File: src/rtl/ctrl_pkg.sv
// Shared control definitions: RV32I opcodes, ULA class and writeback encodings,
// and the per-instruction control bundle carried down the pipeline.
package ctrl_pkg;

    localparam logic [6:0] OP_R      = 7'b0110011;
    localparam logic [6:0] OP_I      = 7'b0010011;
    localparam logic [6:0] OP_LOAD   = 7'b0000011;
    localparam logic [6:0] OP_STORE  = 7'b0100011;
    localparam logic [6:0] OP_BRANCH = 7'b1100011;
    localparam logic [6:0] OP_LUI    = 7'b0110111;
    localparam logic [6:0] OP_AUIPC  = 7'b0010111;
    localparam logic [6:0] OP_JAL    = 7'b1101111;
    localparam logic [6:0] OP_JALR   = 7'b1100111;
    localparam logic [6:0] OP_FENCE  = 7'b0001111;
    localparam logic [6:0] OP_SYSTEM = 7'b1110011;

    localparam logic [1:0] ULA_ADD   = 2'b00;
    localparam logic [1:0] ULA_FUNCT = 2'b01;
    localparam logic [1:0] ULA_CMP   = 2'b10;

    localparam logic [1:0] WB_ULA    = 2'b00;
    localparam logic [1:0] WB_MEM    = 2'b01;
    localparam logic [1:0] WB_PC4    = 2'b10;

    // ula_op and rd are carried beside the bundle because their widths are parameters.
    typedef struct packed {
        logic       valid;
        logic       reg_wr;
        logic       mux_ula;
        logic       mem_rd;
        logic       mem_wr;
        logic       branch;
        logic       jump;
        logic       jal_reg;
        logic       pc_src_a;
        logic [1:0] wb_sel;
        logic       illegal;
    } ctrl_bundle_t;

    // All-zero bundle: doubles as the pipeline bubble (valid=0).
    localparam ctrl_bundle_t CTRL_NOP = '0;

endpackage

File: src/rtl/ctrl_decode.sv
// Combinational RV32I opcode decode into a control bundle plus source-register use flags.
module ctrl_decode
    import ctrl_pkg::*;
#(
    parameter int REG_AW   = 5,
    parameter int ULA_OP_W = 2
) (
    input  logic [6:0]          opcode,
    input  logic [REG_AW-1:0]   rd,
    output ctrl_bundle_t        ctrl,
    output logic [ULA_OP_W-1:0] ula_op,
    output logic                rs1_used,
    output logic                rs2_used
);

    // Opcode to control bundle; writes to x0 are suppressed here so later stages never see them.
    always_comb begin
        ctrl       = CTRL_NOP;
        ctrl.valid = 1'b1;
        ula_op     = ULA_OP_W'(ULA_ADD);
        rs1_used   = 1'b0;
        rs2_used   = 1'b0;
        case (opcode)
            OP_R: begin
                ctrl.reg_wr = 1'b1;
                ula_op      = ULA_OP_W'(ULA_FUNCT);
                rs1_used    = 1'b1;
                rs2_used    = 1'b1;
            end
            OP_I: begin
                ctrl.reg_wr  = 1'b1;
                ctrl.mux_ula = 1'b1;
                ula_op       = ULA_OP_W'(ULA_FUNCT);
                rs1_used     = 1'b1;
            end
            OP_LOAD: begin
                ctrl.reg_wr  = 1'b1;
                ctrl.mux_ula = 1'b1;
                ctrl.mem_rd  = 1'b1;
                ctrl.wb_sel  = WB_MEM;
                rs1_used     = 1'b1;
            end
            OP_STORE: begin
                ctrl.mux_ula = 1'b1;
                ctrl.mem_wr  = 1'b1;
                rs1_used     = 1'b1;
                rs2_used     = 1'b1;
            end
            OP_BRANCH: begin
                ctrl.branch = 1'b1;
                ula_op      = ULA_OP_W'(ULA_CMP);
                rs1_used    = 1'b1;
                rs2_used    = 1'b1;
            end
            OP_LUI: begin
                ctrl.reg_wr  = 1'b1;
                ctrl.mux_ula = 1'b1;
            end
            OP_AUIPC: begin
                ctrl.reg_wr   = 1'b1;
                ctrl.mux_ula  = 1'b1;
                ctrl.pc_src_a = 1'b1;
            end
            OP_JAL: begin
                ctrl.reg_wr = 1'b1;
                ctrl.jump   = 1'b1;
                ctrl.wb_sel = WB_PC4;
            end
            OP_JALR: begin
                ctrl.reg_wr  = 1'b1;
                ctrl.jump    = 1'b1;
                ctrl.jal_reg = 1'b1;
                ctrl.mux_ula = 1'b1;
                ctrl.wb_sel  = WB_PC4;
                rs1_used     = 1'b1;
            end
            OP_FENCE, OP_SYSTEM: begin
            end
            default: ctrl.illegal = 1'b1;
        endcase
        if (rd == '0) begin
            ctrl.reg_wr = 1'b0;
        end
    end

endmodule

File: src/rtl/ctrl_pipe.sv
// Pipelined main control: ID decode, load-use stall, branch flush, freeze,
// and the ID/EX, EX/MEM, MEM/WB control registers.
module ctrl_pipe
    import ctrl_pkg::*;
#(
    parameter int REG_AW    = 5,
    parameter int ULA_OP_W  = 2,
    parameter int HAZARD_EN = 1
) (
    input  logic                clk,
    input  logic                rst_n,
    input  logic                id_valid,
    input  logic [6:0]          opcode,
    input  logic [REG_AW-1:0]   rs1,
    input  logic [REG_AW-1:0]   rs2,
    input  logic [REG_AW-1:0]   rd,
    input  logic                flush_ex,
    input  logic                freeze,
    output logic                stall,
    output logic                ex_valid,
    output logic                ex_mux_ula,
    output logic [ULA_OP_W-1:0] ex_ula_op,
    output logic                ex_branch,
    output logic                ex_jump,
    output logic                ex_jal_reg,
    output logic                ex_pc_src_a,
    output logic [REG_AW-1:0]   ex_rd,
    output logic                ex_illegal,
    output logic                mem_valid,
    output logic                mem_rd,
    output logic                mem_wr,
    output logic [REG_AW-1:0]   mem_rd_addr,
    output logic                wb_valid,
    output logic                wb_reg_wr,
    output logic [1:0]          wb_sel,
    output logic [REG_AW-1:0]   wb_rd
);

    ctrl_bundle_t        dec_ctrl;
    logic [ULA_OP_W-1:0] dec_ula_op;
    logic                dec_rs1_used;
    logic                dec_rs2_used;

    ctrl_bundle_t        idex_d, idex_q;
    logic [ULA_OP_W-1:0] idex_ula_op_d, idex_ula_op_q;
    logic [REG_AW-1:0]   idex_rd_d, idex_rd_q;

    logic                exmem_valid_d, exmem_valid_q;
    logic                exmem_reg_wr_d, exmem_reg_wr_q;
    logic                exmem_mem_rd_d, exmem_mem_rd_q;
    logic                exmem_mem_wr_d, exmem_mem_wr_q;
    logic [1:0]          exmem_wb_sel_d, exmem_wb_sel_q;
    logic [REG_AW-1:0]   exmem_rd_d, exmem_rd_q;

    logic                memwb_valid_d, memwb_valid_q;
    logic                memwb_reg_wr_d, memwb_reg_wr_q;
    logic [1:0]          memwb_wb_sel_d, memwb_wb_sel_q;
    logic [REG_AW-1:0]   memwb_rd_d, memwb_rd_q;

    ctrl_decode #(
        .REG_AW   (REG_AW),
        .ULA_OP_W (ULA_OP_W)
    ) u_decode (
        .opcode   (opcode),
        .rd       (rd),
        .ctrl     (dec_ctrl),
        .ula_op   (dec_ula_op),
        .rs1_used (dec_rs1_used),
        .rs2_used (dec_rs2_used)
    );

    // Load in EX whose destination is read by the ID instruction; x0 never creates a dependency.
    always_comb begin
        stall = (HAZARD_EN != 0) && id_valid && idex_q.valid && idex_q.mem_rd
                && (idex_rd_q != '0)
                && ((dec_rs1_used && (rs1 == idex_rd_q)) ||
                    (dec_rs2_used && (rs2 == idex_rd_q)));
    end

    // Next-stage contents: freeze holds everything; flush (which also covers a
    // simultaneous stall, squashing the wrong-path instruction) or stall inserts a bubble.
    always_comb begin
        idex_d         = idex_q;
        idex_ula_op_d  = idex_ula_op_q;
        idex_rd_d      = idex_rd_q;
        exmem_valid_d  = exmem_valid_q;
        exmem_reg_wr_d = exmem_reg_wr_q;
        exmem_mem_rd_d = exmem_mem_rd_q;
        exmem_mem_wr_d = exmem_mem_wr_q;
        exmem_wb_sel_d = exmem_wb_sel_q;
        exmem_rd_d     = exmem_rd_q;
        memwb_valid_d  = memwb_valid_q;
        memwb_reg_wr_d = memwb_reg_wr_q;
        memwb_wb_sel_d = memwb_wb_sel_q;
        memwb_rd_d     = memwb_rd_q;
        if (!freeze) begin
            memwb_valid_d  = exmem_valid_q;
            memwb_reg_wr_d = exmem_reg_wr_q;
            memwb_wb_sel_d = exmem_wb_sel_q;
            memwb_rd_d     = exmem_rd_q;
            exmem_valid_d  = idex_q.valid;
            exmem_reg_wr_d = idex_q.reg_wr;
            exmem_mem_rd_d = idex_q.mem_rd;
            exmem_mem_wr_d = idex_q.mem_wr;
            exmem_wb_sel_d = idex_q.wb_sel;
            exmem_rd_d     = idex_rd_q;
            if (flush_ex || stall || !id_valid) begin
                idex_d        = CTRL_NOP;
                idex_ula_op_d = '0;
                idex_rd_d     = '0;
            end else begin
                idex_d        = dec_ctrl;
                idex_ula_op_d = dec_ula_op;
                idex_rd_d     = rd;
            end
        end
    end

    // Stage registers with synchronous active-low clear to bubbles.
    always_ff @(posedge clk) begin
        if (!rst_n) begin
            idex_q         <= CTRL_NOP;
            idex_ula_op_q  <= '0;
            idex_rd_q      <= '0;
            exmem_valid_q  <= 1'b0;
            exmem_reg_wr_q <= 1'b0;
            exmem_mem_rd_q <= 1'b0;
            exmem_mem_wr_q <= 1'b0;
            exmem_wb_sel_q <= WB_ULA;
            exmem_rd_q     <= '0;
            memwb_valid_q  <= 1'b0;
            memwb_reg_wr_q <= 1'b0;
            memwb_wb_sel_q <= WB_ULA;
            memwb_rd_q     <= '0;
        end else begin
            idex_q         <= idex_d;
            idex_ula_op_q  <= idex_ula_op_d;
            idex_rd_q      <= idex_rd_d;
            exmem_valid_q  <= exmem_valid_d;
            exmem_reg_wr_q <= exmem_reg_wr_d;
            exmem_mem_rd_q <= exmem_mem_rd_d;
            exmem_mem_wr_q <= exmem_mem_wr_d;
            exmem_wb_sel_q <= exmem_wb_sel_d;
            exmem_rd_q     <= exmem_rd_d;
            memwb_valid_q  <= memwb_valid_d;
            memwb_reg_wr_q <= memwb_reg_wr_d;
            memwb_wb_sel_q <= memwb_wb_sel_d;
            memwb_rd_q     <= memwb_rd_d;
        end
    end

    // Stage outputs straight from the registers.
    always_comb begin
        ex_valid    = idex_q.valid;
        ex_mux_ula  = idex_q.mux_ula;
        ex_ula_op   = idex_ula_op_q;
        ex_branch   = idex_q.branch;
        ex_jump     = idex_q.jump;
        ex_jal_reg  = idex_q.jal_reg;
        ex_pc_src_a = idex_q.pc_src_a;
        ex_rd       = idex_rd_q;
        ex_illegal  = idex_q.illegal & idex_q.valid;
        mem_valid   = exmem_valid_q;
        mem_rd      = exmem_mem_rd_q;
        mem_wr      = exmem_mem_wr_q;
        mem_rd_addr = exmem_rd_q;
        wb_valid    = memwb_valid_q;
        wb_reg_wr   = memwb_reg_wr_q;
        wb_sel      = memwb_wb_sel_q;
        wb_rd       = memwb_rd_q;
    end

endmodule

File: config.mk
export PLATFORM = sky130hd
export DESIGN_NAME = ctrl_pipe
export DESIGN_NICKNAME = d
export VERILOG_FILES = /design/src/rtl/ctrl_pkg.sv /design/src/rtl/ctrl_decode.sv /design/src/rtl/ctrl_pipe.sv
export SDC_FILE = /design/constraint.sdc
export NUM_CORES = 1
export LEC_CHECK = 0
export ABC_AREA = 1
export CORE_AREA = 4 4 69 71
export CTS_CLUSTER_SIZE = 12
export DETAILED_ROUTE_END_ITERATION = 8
export DIE_AREA = 0 0 73 75
export GPL_ROUTABILITY_DRIVEN = 0
export GPL_TIMING_DRIVEN = 0
export PLACE_DENSITY = 0.88
export SLEW_MARGIN = 20
export SYNTH_ARGS = -nofsm -noshare
export SYNTH_HDL_FRONTEND = slang
export SYNTH_SLANG_ARGS = --single-unit
export TNS_END_PERCENT = 20
File: constraint.sdc
create_clock -name clk -period 1.45 [get_ports clk]
set_input_delay 0.145 -clock clk [delete_from_list [all_inputs] [get_ports clk]]
set_output_delay 0.145 -clock clk [all_outputs]
set_load 0.02 [all_outputs]
Sizing map:
(4 px per um)
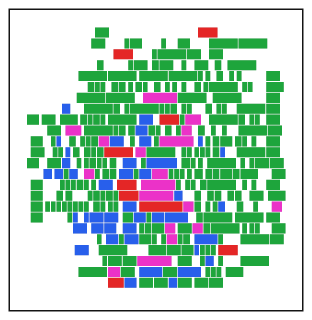
legend:
  red:
    size: _6 and larger
    cells: 9
    share: 2.7%
  magenta:
    size: _3 and _4 cells
    cells: 18
    share: 5.4%
  blue:
    size: _2 cells
    cells: 42
    share: 13%
  green:
    size: _0 and _1 cells
    cells: 262
    share: 79%
Signal buffers: 76
Design Area, Final: 2730 um^2

Power grid:
(6 px per um) Pins as bars on the die edge.
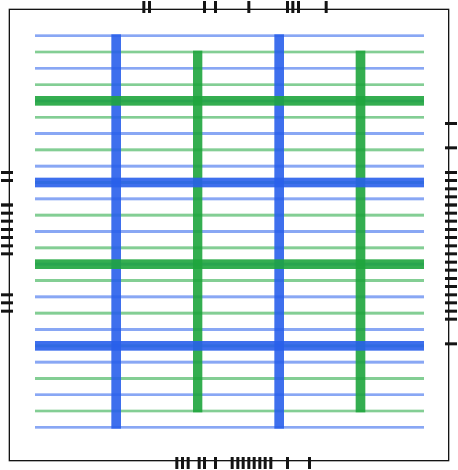
legend:
  green:
    net: VDD
  blue:
    net: VSS
signal pins: 59
rows: 24
met1 rails: 25
met4 straps: 4
met5 straps: 4
Die Wd: 73 um
Worst IR Drop VDD: 0.314 mV
die boundary height: 75 um

The metal 2 layer:
(6 px per um)
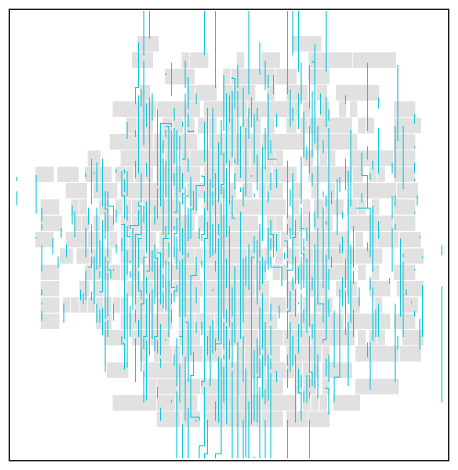
nets with wire on the layer: 305
share of all routed wire: 52%
main direction: vertical
longest straight run: 28.9 um
wire length on this layer: 2710 um
met2 GRT Util: 0.358
final WL: 5.18 mm

Routed metal per tile:
(4 px per um) 15 x 15 tiles, from dark purple (low) to yellow (high), scaled to the fullest tile. Values are wire area over tile area, all layers added.
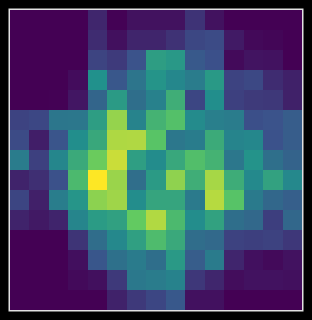
mean over tiles: 0.16
densest ninth of the die: center
tiles over half the peak: 22%
nearly empty tiles: 20%
drt wl/cell: 13.5 um
Tot GR Track Use: 0.198
via count: 1955

Placement view:
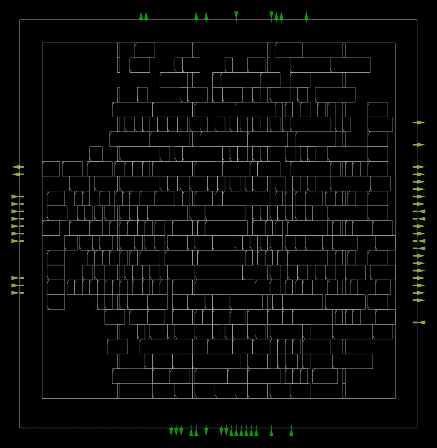
Core Region: 4230 um^2
seq_cells: 37
final cell count without fillers: 383
Final Core Density: 0.645

==> flow_metrics.tcl <==
# flow metrics
set metrics [dict create \
    clk_pin_slew_worst_paths_ns 0.07 \
    holdWs_ns 0.466 \
    fp_util 0.431 \
    p_comb_frac 0.165 \
    ys.flops 37 \
    synth_area_per_cell_um2 7.08 \
    cts_tree "built" \
    layout.cells.most_common "nand2_1" \
    critical_path.endpoint "stall" \
    port_buffers 58 \
    pwr_density_cell_nw_per_um2 841 \
    setup_slack_ns -0.212 \
    clkSinkCount 37 \
    fillers 370 \
    worst-path-stages 9 \
    postSynthCellCount 258 \
    min_to "ex_jump" \
    regArea_um2 761 \
    pre_cts_ws_ns -0.903 \
    drive_gt1_frac 0.208 \
    finalSetupViolCount 10 \
    syn_area_um2 1830 \
    cpMaxStageDelayCell "dfxtp_4" \
    warnings 28 \
    clk_share 0.0381 \
    logic_family "simple AND/OR/NAND/NOR gates" \
    drc 0 \
    finalCritPeriodShare 1.15 \
    cts.htree.levels 2 \
    critPathKind "reg2out" \
    p_sw_mw 0.577 \
    drtIter0Drc 140 \
    pg_clk_mw 0.846 \
    syn_to_final_growth_pct 49.4 \
    startpoint "ex_rd[2]" \
    drv_cap 0 \
    internal_power_mw 1.72 \
    xor_share 0.0288 \
    cts_buffers 5 \
    clock_skew_ns 0.00699 \
    maxSlewViolCount 0 \
    antenna_found_initial 0 \
    path_cells "xnor2_2 > nand3_1 > nor2_2 > nand2_1 > nand2_2 > nand2_4 > buf_12 > clkinv_4 > buf_6" \
    rows 24 \
    cp-end-kind "output pin" \
    chipArea_um2 5480 \
    pwr-share-clk 0.369 \
    hold-path-cell-count 2 \
    regToRegEndpoint "ex_valid" \
    combinationalPower_mw 0.378 \
    reg2reg_depth 10 \
    pg_seq_mw 1.07 \
    status "complete, but fails checks" \
    yosysCellCount 258 \
    n_all_inverters 24 \
    logic_gate_count 187 \
    clock_buffers 5 \
    top_cell_area_share 0.405 \
    ant_nets 0 \
    largest_cell_class "multi-input combinational cells" \
    fmax_ghz 0.602 \
    rsz0062_at_grt "yes" \
    violations "negative setup slack" \
    clock_latency_ns 0.29 \
    final_cell_mix "nand2_1 (49), nor2_1 (43), clkdlybuf4s50_1 (38)" \
]
[cells in the mapped netlist]
library cell  number
clkbuf_1           8
nand2_4            1
clkinv_1           1
clkbuf_8           1
inv_1             20
nand4_1            2
o21ai_0           21
nand2_2            3
dfxtp_1           37
inv_2              3
nand3_2            9
nor3_1             4
nor2_1            48
nor2_4             1
nand3_1           13
nand2_1           50
nor3b_1            1
a21oi_2            8
xnor2_1            6
o21ai_1            1
a21oi_1           19
buf_12             1
[per-layer routing]
layer / up-vias / track usage / wire, um
met1: 897 / 0.205 / 1940
met4: 0 / 0.107 / 130
met2: 75 / 0.358 / 2710
met3: 11 / 0.0574 / 397
li1: 972 / - / -
met5: - / 0 / 0
Power and IR drop assume default switching activity.
